[src/rtl/alu_share_arbiter.sv]
// alu_share_arbiter: shares one 8-bit ALU between two requesters.
// Grants one requester in IDLE, latches its operands into the ALU registers,
// waits ALU_LAT cycles, then returns the captured result over a valid/ready channel.
// Optional macro ALU_ARB_RR_EN: round-robin tie-break (default: requester 0 wins ties).
module alu_share_arbiter #(
    parameter int unsigned ALU_LAT = 1,
    parameter int unsigned SEL_W   = 3
) (
    input  logic             CLK,
    input  logic             RESET,
    input  logic             REQ0_VALID,
    output logic             REQ0_READY,
    input  logic [7:0]       REQ0_DATA1,
    input  logic [7:0]       REQ0_DATA2,
    input  logic [SEL_W-1:0] REQ0_SELECT,
    input  logic             REQ1_VALID,
    output logic             REQ1_READY,
    input  logic [7:0]       REQ1_DATA1,
    input  logic [7:0]       REQ1_DATA2,
    input  logic [SEL_W-1:0] REQ1_SELECT,
    output logic [7:0]       ALU_DATA1,
    output logic [7:0]       ALU_DATA2,
    output logic [SEL_W-1:0] ALU_SELECT,
    input  logic [7:0]       ALU_RESULT,
    output logic             RSP_VALID,
    input  logic             RSP_READY,
    output logic             RSP_ID,
    output logic [7:0]       RSP_RESULT,
    output logic             BUSY,
    output logic [7:0]       OPS_DONE
);

    typedef enum logic [1:0] {StIdle, StWait, StResp} state_e;

    state_e           state_q, state_d;
    logic [3:0]       cnt_q, cnt_d;
    logic             last_q, last_d;
    logic [7:0]       alu_data1_q, alu_data1_d;
    logic [7:0]       alu_data2_q, alu_data2_d;
    logic [SEL_W-1:0] alu_select_q, alu_select_d;
    logic             rsp_valid_q, rsp_valid_d;
    logic             rsp_id_q, rsp_id_d;
    logic [7:0]       rsp_result_q, rsp_result_d;
    logic [7:0]       ops_done_q, ops_done_d;
    logic             gnt;
    logic             hs;

`ifndef ALU_ARB_RR_EN
    // Tie-break ignores the last-grant pointer in this build.
    logic unused_last;
    assign unused_last = last_q;
`endif

    // Grant selection: lone valid requester wins; a tie goes to the policy.
    always_comb begin
        gnt = 1'b0;
        if (REQ0_VALID && REQ1_VALID) begin
`ifdef ALU_ARB_RR_EN
            gnt = ~last_q;
`else
            gnt = 1'b0;
`endif
        end else if (REQ1_VALID) begin
            gnt = 1'b1;
        end
    end

    assign REQ0_READY = (state_q == StIdle) && REQ0_VALID && !gnt;
    assign REQ1_READY = (state_q == StIdle) && REQ1_VALID && gnt;
    assign hs         = REQ0_READY || REQ1_READY;

    // Next-state logic for the grant / wait / respond sequence.
    always_comb begin
        state_d      = state_q;
        cnt_d        = cnt_q;
        last_d       = last_q;
        alu_data1_d  = alu_data1_q;
        alu_data2_d  = alu_data2_q;
        alu_select_d = alu_select_q;
        rsp_valid_d  = rsp_valid_q;
        rsp_id_d     = rsp_id_q;
        rsp_result_d = rsp_result_q;
        ops_done_d   = ops_done_q;
        unique case (state_q)
            StIdle: begin
                if (hs) begin
                    alu_data1_d  = gnt ? REQ1_DATA1 : REQ0_DATA1;
                    alu_data2_d  = gnt ? REQ1_DATA2 : REQ0_DATA2;
                    alu_select_d = gnt ? REQ1_SELECT : REQ0_SELECT;
                    rsp_id_d     = gnt;
                    last_d       = gnt;
                    cnt_d        = 4'(ALU_LAT);
                    state_d      = StWait;
                end
            end
            StWait: begin
                cnt_d = cnt_q - 4'd1;
                if (cnt_q == 4'd1) begin
                    rsp_result_d = ALU_RESULT;
                    rsp_valid_d  = 1'b1;
                    state_d      = StResp;
                end
            end
            StResp: begin
                if (RSP_READY) begin
                    rsp_valid_d = 1'b0;
                    ops_done_d  = ops_done_q + 8'd1;
                    state_d     = StIdle;
                end
            end
            default: state_d = StIdle;
        endcase
    end

    // State registers with synchronous active-low reset; in-flight work is dropped.
    always_ff @(posedge CLK) begin
        if (!RESET) begin
            state_q      <= StIdle;
            cnt_q        <= 4'd0;
            last_q       <= 1'b1;
            alu_data1_q  <= 8'd0;
            alu_data2_q  <= 8'd0;
            alu_select_q <= '0;
            rsp_valid_q  <= 1'b0;
            rsp_id_q     <= 1'b0;
            rsp_result_q <= 8'd0;
            ops_done_q   <= 8'd0;
        end else begin
            state_q      <= state_d;
            cnt_q        <= cnt_d;
            last_q       <= last_d;
            alu_data1_q  <= alu_data1_d;
            alu_data2_q  <= alu_data2_d;
            alu_select_q <= alu_select_d;
            rsp_valid_q  <= rsp_valid_d;
            rsp_id_q     <= rsp_id_d;
            rsp_result_q <= rsp_result_d;
            ops_done_q   <= ops_done_d;
        end
    end

    assign ALU_DATA1  = alu_data1_q;
    assign ALU_DATA2  = alu_data2_q;
    assign ALU_SELECT = alu_select_q;
    assign RSP_VALID  = rsp_valid_q;
    assign RSP_ID     = rsp_id_q;
    assign RSP_RESULT = rsp_result_q;
    assign BUSY       = (state_q != StIdle);
    assign OPS_DONE   = ops_done_q;

endmodule

[config.mk]
export PLATFORM = sky130hd
export DESIGN_NAME = alu_share_arbiter
export DESIGN_NICKNAME = d
export VERILOG_FILES = /design/src/rtl/alu_share_arbiter.sv
export SDC_FILE = /design/constraint.sdc
export NUM_CORES = 1
export LEC_CHECK = 0
export CORE_ASPECT_RATIO = 1.75
export CORE_MARGIN = 3
export CORE_UTILIZATION = 44
export DETAILED_ROUTE_END_ITERATION = 7
export PLACE_DENSITY = 0.82
export SYNTH_ARGS = -nofsm -noshare
export SYNTH_HDL_FRONTEND = slang
export SYNTH_SLANG_ARGS = --single-unit
[constraint.sdc]
create_clock -name CLK -period 2.1 [get_ports CLK]
set_input_delay 0.42 -clock CLK [delete_from_list [all_inputs] [get_ports CLK]]
set_output_delay 0.42 -clock CLK [all_outputs]
set_load 0.005 [all_outputs]
==> results.cfg <==
; yosys + openroad results
[cells_and_area]
layout_top_cell = sky130_fd_sc_hd__clkdlybuf4s50_1
n_multi_input_combinational_cell = 145
antenna_cells_inserted = 0
drive_gt1_share_pct = 6.35
multiInputGateArea_um2 = 985
num-nonclk-inverters = 7
clockNetworkAreaShare_pct = 2.93
seq_cells = 43
buffer_count_excluding_the_clock_tree_in_the_final_layout = 97
layout.cell_area.non_filler_mm2 = 0.00299
fillerInstances = 341
comb_share_pct = 32.9
lay_top_cells = 89 x sky130_fd_sc_hd__clkdlybuf4s50_1, 43 x sky130_fd_sc_hd__dfxtp_1, 34 x sky130_fd_sc_hd__a21oi_1
final_nets = 353
final.clkbuf_count = 6
biggestCellCategory = combinational gates
post_route_non_filler_standard_cell_count = 348
area.growth.synth_to_final_pct = 54.5
layout.buffer.nonclock.area_share_pct = 32.4

[power]
powerDensity_mw_per_mm2 = 687
power_switching_share_pct = 27.9
p_switching_w = 0.000574
largest_power_group = registers
static-leakage-power_nw = 1.18
total_power_w = 0.00205
clockPowerShare_pct = 25.6
flop_pwr_share_pct = 46.1
intPower_w = 0.00148
comb-power_w = 0.000580
vdd_drop_max_mv = 0.561
clk_power_w = 0.000526
combinationalPowerShare_pct = 28.3

[global_routing]
first_global_vias = 1866
grt_remaining_overflow = 0
track_usage_pct = 19.5
antenna_found_initial = 0
grt_pass1_wl_um = 8320
grt_max_degree = 29

[critical_path]
worst-path-buf-inv = 2
max_stage_delay_ps = 520
crit_path_start_kind = primary input
worstPathCellList = clkdlybuf4s50_1 > and2_1 > clkdlybuf4s50_1
crit_arrival_ps = 1620
critical_path.endpoint_type = primary output
cp_slowest_cell = sky130_fd_sc_hd__clkdlybuf4s50_1
register_to_register_setup_slack_ps = 580
worst-path-max-fanout = 4
worstSetupPathType = primary input to primary output
critical_path.top_delay_family = buffers and inverters
cpMostUsedCell = sky130_fd_sc_hd__clkdlybuf4s50_1
worstPathRequired_ps = 1680

[placed_design]
dpl_cell_area_mm2 = 0.00290
detailed_place_hpwl_um = 3760
gp_congestion = 0.769
dp_cells = 341
pre_cts_ws_ps = 43.6
count_of_input_and_output_buffers = 90

[synthesis]
synthesis.nets = 264
synthesis.area_per_instance_um2 = 9.21
mux_area_share_pct = 10.9
synth_xor_xnor_area_share_pct = 0.906
synth_stat.cells = 210
synth_warnings = 0
syn_inst = 210
post_synth_main_logic_family = AND-OR/OR-AND gates
ys_sh_aoi_pct = 23.0
yosys.stat.seqShare_pct = 44.5
numSynthFlops = 43
synth.distinct_cells = 38
synth.cellmix.simpleShare_pct = 14.2
syn_area_mm2 = 0.00193
fa_ha_area_share_pct = 1.94
yosys_area_mm2 = 0.00193

[routing]
drt-initial-drc-count = 54
top_layer = met4
drt.antenna.violating_nets = 0
drcViolationCount = 0
met1Wirelength_um = 1980
vias = 1911
drt-total-wl_um = 5160
vias_per_cell = 5.49
routed-wl-met3_um = 239
met2_length_um = 2790
drt_pass_1_iters = 4
dr_wl_cell_um = 14.8

[final_timing]
fin_setup_tns_ps = 0
timing.final.hold_violations = 0
setup_viol = 0
grt_setup_unrepaired = no
finalClockPeriodUsage_pct = 97.2
worst_hold_slack_ps = 475
fin_worst_skew_ps = 6.04
achievable-frequency_ghz = 0.490
max-slew-margin-rel_pct = 59.0
max_slew.worst_pin.slew_ps = 613
finalMaxSlewViolations = 0
period_minus_slack_ps = 2040
worst_slack_ps = 58.8

[floorplan]
floorplan.core_util_pct = 46.2
floorplan.die_area_mm2 = 0.00526
num_tap_cells = 49
chipHeight_um = 93.7
rows = 31
io_pins = 91
die_w_um = 56.1
floorplan.core_area_mm2 = 0.00419

[cts]
h-tree-depth = 2
clkTransAtPathRegs_ps = 80
insertion_delay_ps = 290
cts-buffers-inserted = 5
post_cts.resized_instances = 0
cts_max_path_buffers = 2
post-cts-setup-buffer-count = 0
tritoncts_clock_tree = built
cts.sink_count = 43
root_driver = sky130_fd_sc_hd__clkbuf_8
cts_hold_repair.buffers = 0

[flow_run]
tool_warnings = 27
max_cap_violations = 0

[run_status]
result_of_the_run = completed

[worst_hold_path]
min_path_type = flop to flop
per-layer routing:
layer	track usage, %	up-vias
met3	4.40	12
li1	-	951
met1	20.8	894
met4	8.91	0
met2	35.7	54
met5	0	-
cell usage after synthesis, drive strengths merged:
cell type / number / area, um^2
nor2b: 1 / 6.26
ha: 3 / 37.5
nand2b: 4 / 25.0
buf: 5 / 25.0
and2: 1 / 6.26
inv: 7 / 26.3
nor3b: 2 / 20.0
xnor2: 1 / 8.76
o21ai: 10 / 50.1
a211oi: 21 / 158
or2: 1 / 6.26
or4: 2 / 15.0
nor2: 10 / 47.6
a22oi: 2 / 15.0
nand4: 1 / 6.26
nor3: 1 / 5.00
nand2: 3 / 11.3
nand3b: 1 / 20.0
a31oi: 1 / 6.26
nand4b: 1 / 8.76
o31ai: 2 / 15.0
o21a: 1 / 7.51
or3b: 1 / 8.76
a221oi: 1 / 8.76
a21oi: 34 / 170
mux2i: 21 / 210
and3: 1 / 6.26
dfxtp: 43 / 861
xor2: 1 / 8.76
o211ai: 2 / 15.0
nor4: 1 / 6.26
clkbuf: 10 / 37.5
or3: 4 / 25.0
nand3: 10 / 50.1
path summary, 6_finish.rpt:
path | start | to | cells after the start
setup / recovery | REQ0_VALID | REQ0_READY | 3
hold / removal | RSP_RESULT[0] | RSP_RESULT[0] | 2
setup reg to reg | state_q[0] | cnt_q[3] | 4
hold reg to reg | RSP_RESULT[0] | RSP_RESULT[0] | 2
state kept, by name, indices dropped and copies added, names as in the netlist:
name,count
cnt_q,4
OPS_DONE,8
ALU_SELECT,3
state_q,2
RSP_VALID,1
RSP_RESULT,8
RSP_ID,1
ALU_DATA2,8
ALU_DATA1,8
Figure 1. Sequential cells grouped by signal name.
Drawn at 4 px/um.
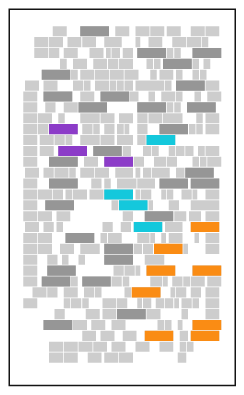
[purple] `ALU_SELECT` | placed flops: 3
[orange] `OPS_DONE` | placed flops: 8 | where: bottom right
[cyan] `cnt_q` | placed flops: 4 | where: middle
not coloured: 28
flip-flop and latch share of the layout cell area: 28.8%
Seq power: 0.000948 W
Reg area: 861 um^2
post-route core utilization: 71.4%

Figure 2. A small window of the routed layout.
Window x 16 to 41, y 34 to 59 um. Cells in grey, sequential cells in the stronger grey; small squares are vias.
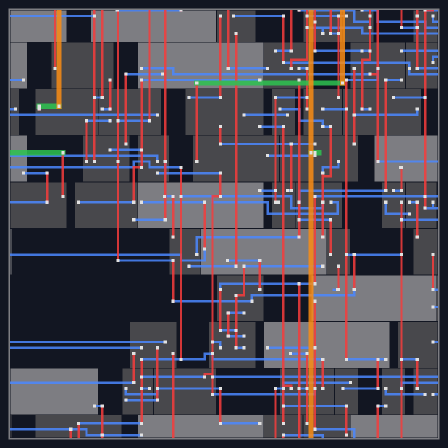
[green] M3
[red] M2
[orange] M4
[blue] M1
most frequent: dfxtp_1 (10), a21oi_1 (5), clkdlybuf4s50_1 (5)
cells with their middle in the window: 49
netlist names of flops here include: `cnt_q` (3), `ALU_DATA1` (2), `state_q` (2)
sequential cells in the window: 10

Power figures rest on the tool's default switching activity, not on a simulated workload.
